Gate-type map:
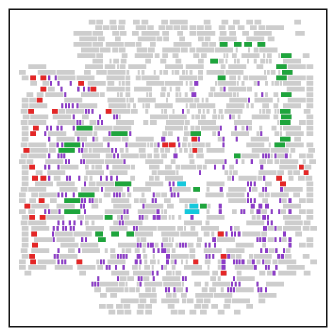
Routing congestion map:
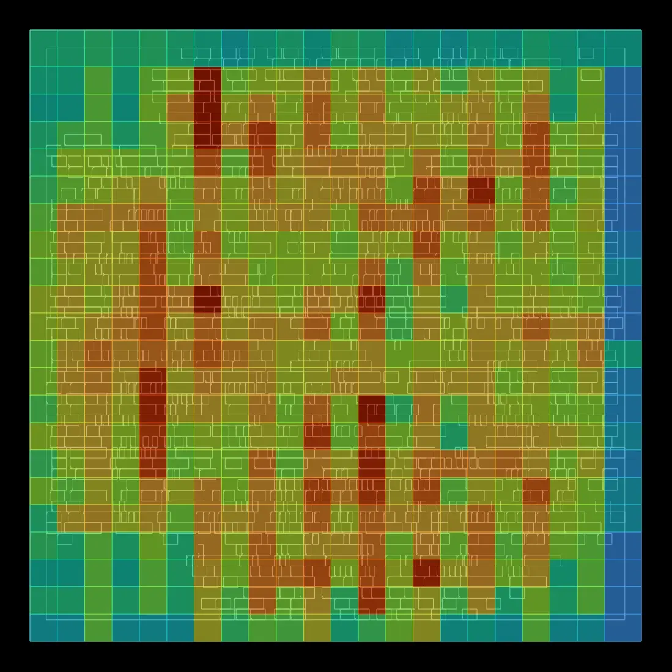
Clock wires, drivers and flops:
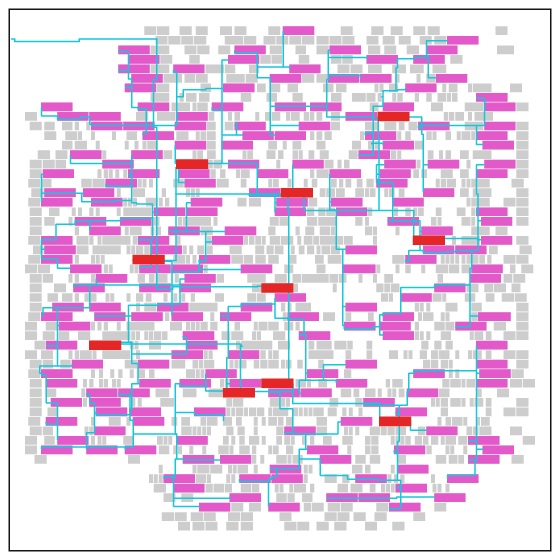
The metal 2 layer:
Cells faint in the background.
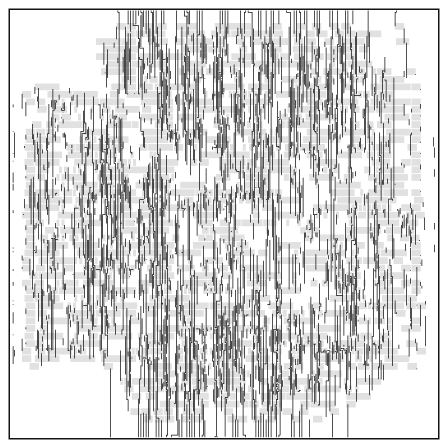
$ cat src/rtl/load_store_unit.sv
// -----------------------------------------------------------------------------
// load_store_unit
//
// Sits directly in front of the data memory. It accepts one load/store request
// at a time from the core's memory stage and drives the memory's
// addr/din/memOp/we/dout interface.
//
// - An aligned access goes to memory as a single operation. The memory applies
//   sign/zero extension itself for aligned loads.
// - A misaligned halfword or word access is split into ascending byte accesses
//   at addr+i. The address wraps modulo 2^ADDR_WIDTH. Load bytes are
//   reassembled and then extended here.
// - An illegal op, or a misaligned access when ALLOW_MISALIGNED=0, completes
//   with respErr=1 and makes no memory access.
//
// Ports
//   clk        in   single clock; the memory's clkRd/clkWr share it
//   rstn       in   asynchronous active-low reset
//   reqValid   in   request present
//   reqReady   out  high only in IDLE; transfer on reqValid & reqReady
//   reqAddr    in   byte address
//   reqData    in   store data in bits [8n-1:0]
//   reqOp      in   0 B, 1 H, 2 W, 4 BU, 5 HU (3/6/7 illegal)
//   reqWe      in   1 = store (BU/HU stores are illegal)
//   respValid  out  one-cycle completion pulse
//   respData   out  extended load result; 0 for stores and errors
//   respErr    out  error flag, qualified by respValid
//   memAddr    out  memory byte address
//   memDin     out  memory write data
//   memOp      out  memory access size/extension
//   memWe      out  memory write enable (only in WRITE)
//   memDout    in   memory read data, valid the cycle after ISSUE
// -----------------------------------------------------------------------------
module load_store_unit #(
  parameter int ADDR_WIDTH       = 32,
  parameter bit ALLOW_MISALIGNED = 1'b1
) (
  input  logic                  clk,
  input  logic                  rstn,
  input  logic                  reqValid,
  output logic                  reqReady,
  input  logic [ADDR_WIDTH-1:0] reqAddr,
  input  logic [31:0]           reqData,
  input  logic [2:0]            reqOp,
  input  logic                  reqWe,
  output logic                  respValid,
  output logic [31:0]           respData,
  output logic                  respErr,
  output logic [ADDR_WIDTH-1:0] memAddr,
  output logic [31:0]           memDin,
  output logic [2:0]            memOp,
  output logic                  memWe,
  input  logic [31:0]           memDout
);

  typedef enum logic [2:0] {
    IDLE  = 3'd0,
    ISSUE = 3'd1,
    CAPT  = 3'd2,
    WRITE = 3'd3,
    RESP  = 3'd4
  } state_t;

  state_t state, state_nxt;

  // Transaction context latched at accept time
  logic [ADDR_WIDTH-1:0] base_addr;
  logic [31:0]           st_data;
  logic [2:0]            op_q;
  logic                  split_q;
  logic [1:0]            cnt;
  logic [31:0]           assembly;

  // Request decode, evaluated on the live request inputs in IDLE
  logic req_illegal;
  logic req_misal;
  logic req_err;

  always_comb begin
    req_illegal = 1'b0;
    req_misal   = 1'b0;
    case (reqOp)
      3'd0, 3'd4: req_misal = 1'b0;
      3'd1, 3'd5: req_misal = reqAddr[0];
      3'd2:       req_misal = |reqAddr[1:0];
      default:    req_illegal = 1'b1;
    endcase
    // BU/HU are load-only encodings
    if (reqWe && reqOp[2])
      req_illegal = 1'b1;
    req_err = req_illegal || (req_misal && (ALLOW_MISALIGNED == 1'b0));
  end

  // Index of the final access: 0 for a single aligned access,
  // 1 for a split halfword, 3 for a split word.
  logic [1:0] last_idx;
  logic       last;

  assign last_idx = split_q ? ((op_q[1:0] == 2'd2) ? 2'd3 : 2'd1) : 2'd0;
  assign last     = (cnt == last_idx);

  // Parameters of the next byte access in a split sequence
  logic [1:0]            nxt_idx;
  logic [ADDR_WIDTH-1:0] nxt_addr;
  logic [31:0]           st_shift;
  logic [31:0]           nxt_din;

  always_comb begin
    nxt_idx  = cnt + 2'd1;
    nxt_addr = base_addr + ADDR_WIDTH'(nxt_idx);
    st_shift = st_data >> {nxt_idx, 3'b000};
    nxt_din  = {24'b0, st_shift[7:0]};
  end

  // The byte returned in this CAPT merged into its lane of the assembly word.
  // Each lane is written exactly once after being cleared at accept.
  logic [31:0] asm_merged;

  assign asm_merged = assembly | ({24'b0, memDout[7:0]} << {cnt, 3'b000});

  // Extension of a reassembled split load. Byte ops never split.
  function automatic logic [31:0] extend_split(input logic [2:0]  op,
                                               input logic [31:0] asm_word);
    logic signed [15:0] half;
    logic [31:0]        ext;
    half = $signed(asm_word[15:0]);
    case (op)
      3'd1:    ext = {{16{half[15]}}, half};
      3'd5:    ext = {16'b0, asm_word[15:0]};
      default: ext = asm_word;
    endcase
    return ext;
  endfunction

  // ---------------------------------------------------------------------------
  // State register
  // ---------------------------------------------------------------------------
  always_ff @(posedge clk or negedge rstn) begin
    if (!rstn)
      state <= IDLE;
    else
      state <= state_nxt;
  end

  // ---------------------------------------------------------------------------
  // Next-state logic
  // ---------------------------------------------------------------------------
  always_comb begin
    state_nxt = state;
    case (state)
      IDLE: begin
        if (reqValid) begin
          if (req_err)
            state_nxt = RESP;
          else if (reqWe)
            state_nxt = WRITE;
          else
            state_nxt = ISSUE;
        end
      end
      ISSUE:   state_nxt = CAPT;
      CAPT:    state_nxt = last ? RESP : ISSUE;
      WRITE:   state_nxt = last ? RESP : WRITE;
      RESP:    state_nxt = IDLE;
      default: state_nxt = IDLE;
    endcase
  end

  assign reqReady  = (state == IDLE);
  assign respValid = (state == RESP);
  assign memWe     = (state == WRITE);

  // ---------------------------------------------------------------------------
  // Context, memory-interface and response registers
  // ---------------------------------------------------------------------------
  // The memory interface registers advance to the next byte at the end of
  // each CAPT/WRITE. When the unit is idle they keep their last values.
  always_ff @(posedge clk or negedge rstn) begin
    if (!rstn) begin
      base_addr <= '0;
      st_data   <= '0;
      op_q      <= 3'd2;
      split_q   <= 1'b0;
      cnt       <= 2'd0;
      assembly  <= '0;
      memAddr   <= '0;
      memDin    <= '0;
      memOp     <= 3'd2;
      respData  <= '0;
      respErr   <= 1'b0;
    end else begin
      case (state)
        IDLE: begin
          if (reqValid) begin
            base_addr <= reqAddr;
            st_data   <= reqData;
            op_q      <= reqOp;
            split_q   <= req_misal;
            cnt       <= 2'd0;
            assembly  <= '0;
            if (req_err) begin
              respErr  <= 1'b1;
              respData <= '0;
            end else begin
              respErr <= 1'b0;
              memAddr <= reqAddr;
              if (req_misal) begin
                memOp  <= reqWe ? 3'd0 : 3'd4;
                memDin <= {24'b0, reqData[7:0]};
              end else begin
                memOp  <= reqOp;
                memDin <= reqData;
              end
            end
          end
        end
        CAPT: begin
          assembly <= asm_merged;
          if (!last) begin
            cnt     <= nxt_idx;
            memAddr <= nxt_addr;
            memDin  <= nxt_din;
          end else begin
            // An aligned load is already extended by the memory
            respData <= split_q ? extend_split(op_q, asm_merged) : memDout;
          end
        end
        WRITE: begin
          if (!last) begin
            cnt     <= nxt_idx;
            memAddr <= nxt_addr;
            memDin  <= nxt_din;
          end else begin
            respData <= '0;
          end
        end
        default: ;
      endcase
    end
  end

endmodule

$ cat config.mk
export PLATFORM = sky130hd
export DESIGN_NAME = load_store_unit
export DESIGN_NICKNAME = d
export VERILOG_FILES = /design/src/rtl/load_store_unit.sv
export SDC_FILE = /design/constraint.sdc
export NUM_CORES = 1
export LEC_CHECK = 0
export CORE_MARGIN = 4
export CORE_UTILIZATION = 45
export CTS_CLUSTER_DIAMETER = 200
export CTS_CLUSTER_SIZE = 30
export DETAILED_ROUTE_END_ITERATION = 12
export GPL_ROUTABILITY_DRIVEN = 0
export HOLD_SLACK_MARGIN = 0.06
export PLACE_DENSITY_LB_ADDON = 0.25
export SKIP_CTS_REPAIR_TIMING = 1
export SKIP_LAST_GASP = 1
export SLEW_MARGIN = 25
export SYNTH_ARGS = -nofsm -noshare
export SYNTH_HDL_FRONTEND = slang
export SYNTH_SLANG_ARGS = --single-unit
$ cat constraint.sdc
create_clock -name clk -period 3.2 [get_ports clk]
set_clock_uncertainty 0.05 [all_clocks]
set_input_delay 0.32 -clock clk [delete_from_list [all_inputs] [get_ports clk]]
set_output_delay 0.32 -clock clk [all_outputs]
set_load 0.02 [all_outputs]
==> results.py <==
# Generated from Yosys and OpenROAD reports
metrics = {
    "setup_path": {
        "cp.arrival_ps": 3260,
        "worst-path-stages": 10,
        "cp.buffers_inverters": 2,
        "worstSetupPathType": "register to register",
        "critPathSlowestCell": "a21oi_1",
        "endpoint_kind": "register",
        "crit_path_max_fanout": 13,
        "startpoint_type": "register",
        "cp_common_cell": "buf_4",
        "r2r_slack_ps": 230,
        "slowest_delay_ps": 490,
        "rr_worst_depth": 10,
    },
    "floorplanning": {
        "row_count": 53,
        "die_area_um2": 23800,
        "io_pins": 206,
        "initCoreUtil_pct": 45.7,
        "core_region_area_um2": 21000,
        "die_y_um": 154,
    },
    "final_timing": {
        "final_hold_viol_count": 0,
        "fin_ws_ps": 231,
        "slew_headroom_pct": 24.3,
        "min_period_over_period_pct": 92.8,
        "hold_ws_ps": 345,
        "min_period_ps": 2970,
    },
    "yosys": {
        "ys_ff": 205,
        "ys_area_um2": 9610,
        "edf_count": 0,
        "async_flop_share_pct": 100,
        "syn_area_um2": 9610,
        "flop_cell": "dfrtp_1",
        "netlist_instances": 967,
        "fp_nets": 1073,
        "yosysUniqueCellTypes": 63,
        "largest_area_cell": "dfrtp_1",
        "synth.top_cell.area_share_pct": 52.8,
    },
    "layout": {
        "seq_area_share_pct": 41.9,
        "num_antenna_cells": 2,
        "fin_nets": 1255,
        "inv_count": 10,
        "syn2layout_area_growth_pct": 27.6,
        "buf_share_pct": 18.8,
        "final_cell_mix": "nand2_1, clkdlybuf4s50_1, dfrtp_1, nor2_1, a21oi_1",
        "nMultiInputCombCells": 684,
        "n_all_buffers": 238,
        "nFillCells": 1845,
        "final_layout_size_suffix_gt1_share_pct": 8.77,
        "largestClassByArea": "flip-flops and latches",
        "ff_count": 205,
    },
    "routing": {
        "wire_per_inst_um": 18.8,
        "drt_first_pass_iters": 5,
        "drc": 0,
        "vias": 7863,
        "drt_first_iter_violations": 431,
        "totalWireLength_um": 26800,
    },
    "power": {
        "netSwitchingFraction_pct": 40.7,
        "power.density_nw_per_um2": 977,
        "power_leader": "combinational logic",
        "switchingPower_mw": 4.88,
        "p_int_mw": 7.10,
        "ir_worst_vdd_v": 0.000492,
        "seqPwrFrac_pct": 38.3,
        "leakagePower_nw": 5.43,
    },
    "clocking": {
        "cts_root_buffer": "clkbuf_16",
        "cts-buffers-inserted": 10,
        "cts_buffer_depth": 3,
        "clk_pin_slew_ps": 120,
        "cts_tree": "done",
        "clock_sinks": 205,
    },
    "place": {
        "place_hpwl_um": 18700,
        "dp.cells": 1410,
        "detailedPlace.worstSlack_ps": -423,
        "io_buffers": 205,
    },
    "global_route": {
        "grt.overflow.total": 0,
        "grt_max_degree": 74,
        "antenna_found_initial": 2,
        "grt_pass1_wl_um": 42700,
    },
    "job": {
        "tool_warnings": 26,
        "maxCapViolCount": 0,
    },
    "status": {
        "status": "finished, final reports clean",
    },
}
Notes on 'gate-type map' above:
cyan -> adder and majority cells  # cells 3
green -> multiplexers  # cells 33
red -> AND-OR and OR-AND gates  # cells 36
purple -> NAND gates  # cells 297
fin cells: 1429
Commonest Layout Cell: nand2_1

Notes on 'routing congestion map' above:
gr busiest metal: met2
fin util: 58.3%
Total GRT Usage: 21.9%

Notes on 'clock wires, drivers and flops' above:
red -> cells driving clock nets  # count 10
cyan -> clock wires  # length 2300 um
magenta -> flip-flops  # count 205
routed clock nets = 11
Latency at later pin: 470 ps
Power Clock: 1.46 mW
Clk pwr share: 12.2%

Notes on 'the metal 2 layer' above:
main direction = vertical
longest straight run = 53.7 um
wire length on this layer = 12200 um

cells in the mapped netlist, types with 9 or more instances:
library cell,count
mux2_4,11
buf_2,14
a211oi_1,24
o21ai_0,21
a22o_1,27
a21oi_1,44
nor3_1,15
o2bb2ai_1,16
o211ai_1,12
nand3_1,25
xor2_1,19
mux2_2,9
nand2_1,253
o2bb2ai_2,9
nor2_1,61
dfrtp_1,203
buf_1,12
a31oi_1,9
clkbuf_1,37
nand4_1,14
a2bb2oi_1,16
stage by stage:
step	power (mW)	util [%]	instance area [um2]	setup TNS (ps)
2_1_floorplan	8.22	-	9610	0
3_3_place_gp	10.5	56.8	11900	-3780
3_5_place_dp	10.6	56.8	11900	-4330
4_1_cts	12.1	58.2	12200	-1630
5_1_grt	12.8	58.3	12300	0
6_report	12.0	58.3	12300	0
kinds of logic after synthesis:
logic type | count (synthesis) | synth area share, %
buffers and inverters | 79 | 3.83
AOI/OAI and AO/OA | 214 | 16.6
xor gates and xnor gates | 26 | 2.37
and+or+nand+nor | 407 | 18.1
adders and majority gates | 3 | 0.469
DFF | 205 | 53.4
muxes | 33 | 5.19
per-layer routing:
metal  vias up  share of wire [%]  track usage [%]
li1       3752                  -                -
met1      3818                 45             31.1
met2       269                 46             34.3
met3        24                8.4             5.74
met4         0                1.3             4.63
met5         -                  0                0
sequential cells by signal, indices dropped and copies added, names as in the netlist:
name / cells
assembly: 32
base_addr: 32
cnt: 2
memAddr: 32
memDin: 32
memOp: 3
op_q: 3
respData: 32
respErr: 1
split_q: 1
st_data: 32
state: 3
final timing paths:
check | start | to
max reg2reg | cnt[1] | memAddr[21]
max in group asynchronous | rstn | st_data[30]
min reg2reg | st_data[22] | st_data[22]
min in group clk | reqAddr[20] | base_addr[20]
max | cnt[1] | memAddr[21]
min | rstn | respData[3]
Power and IR drop assume default switching activity.
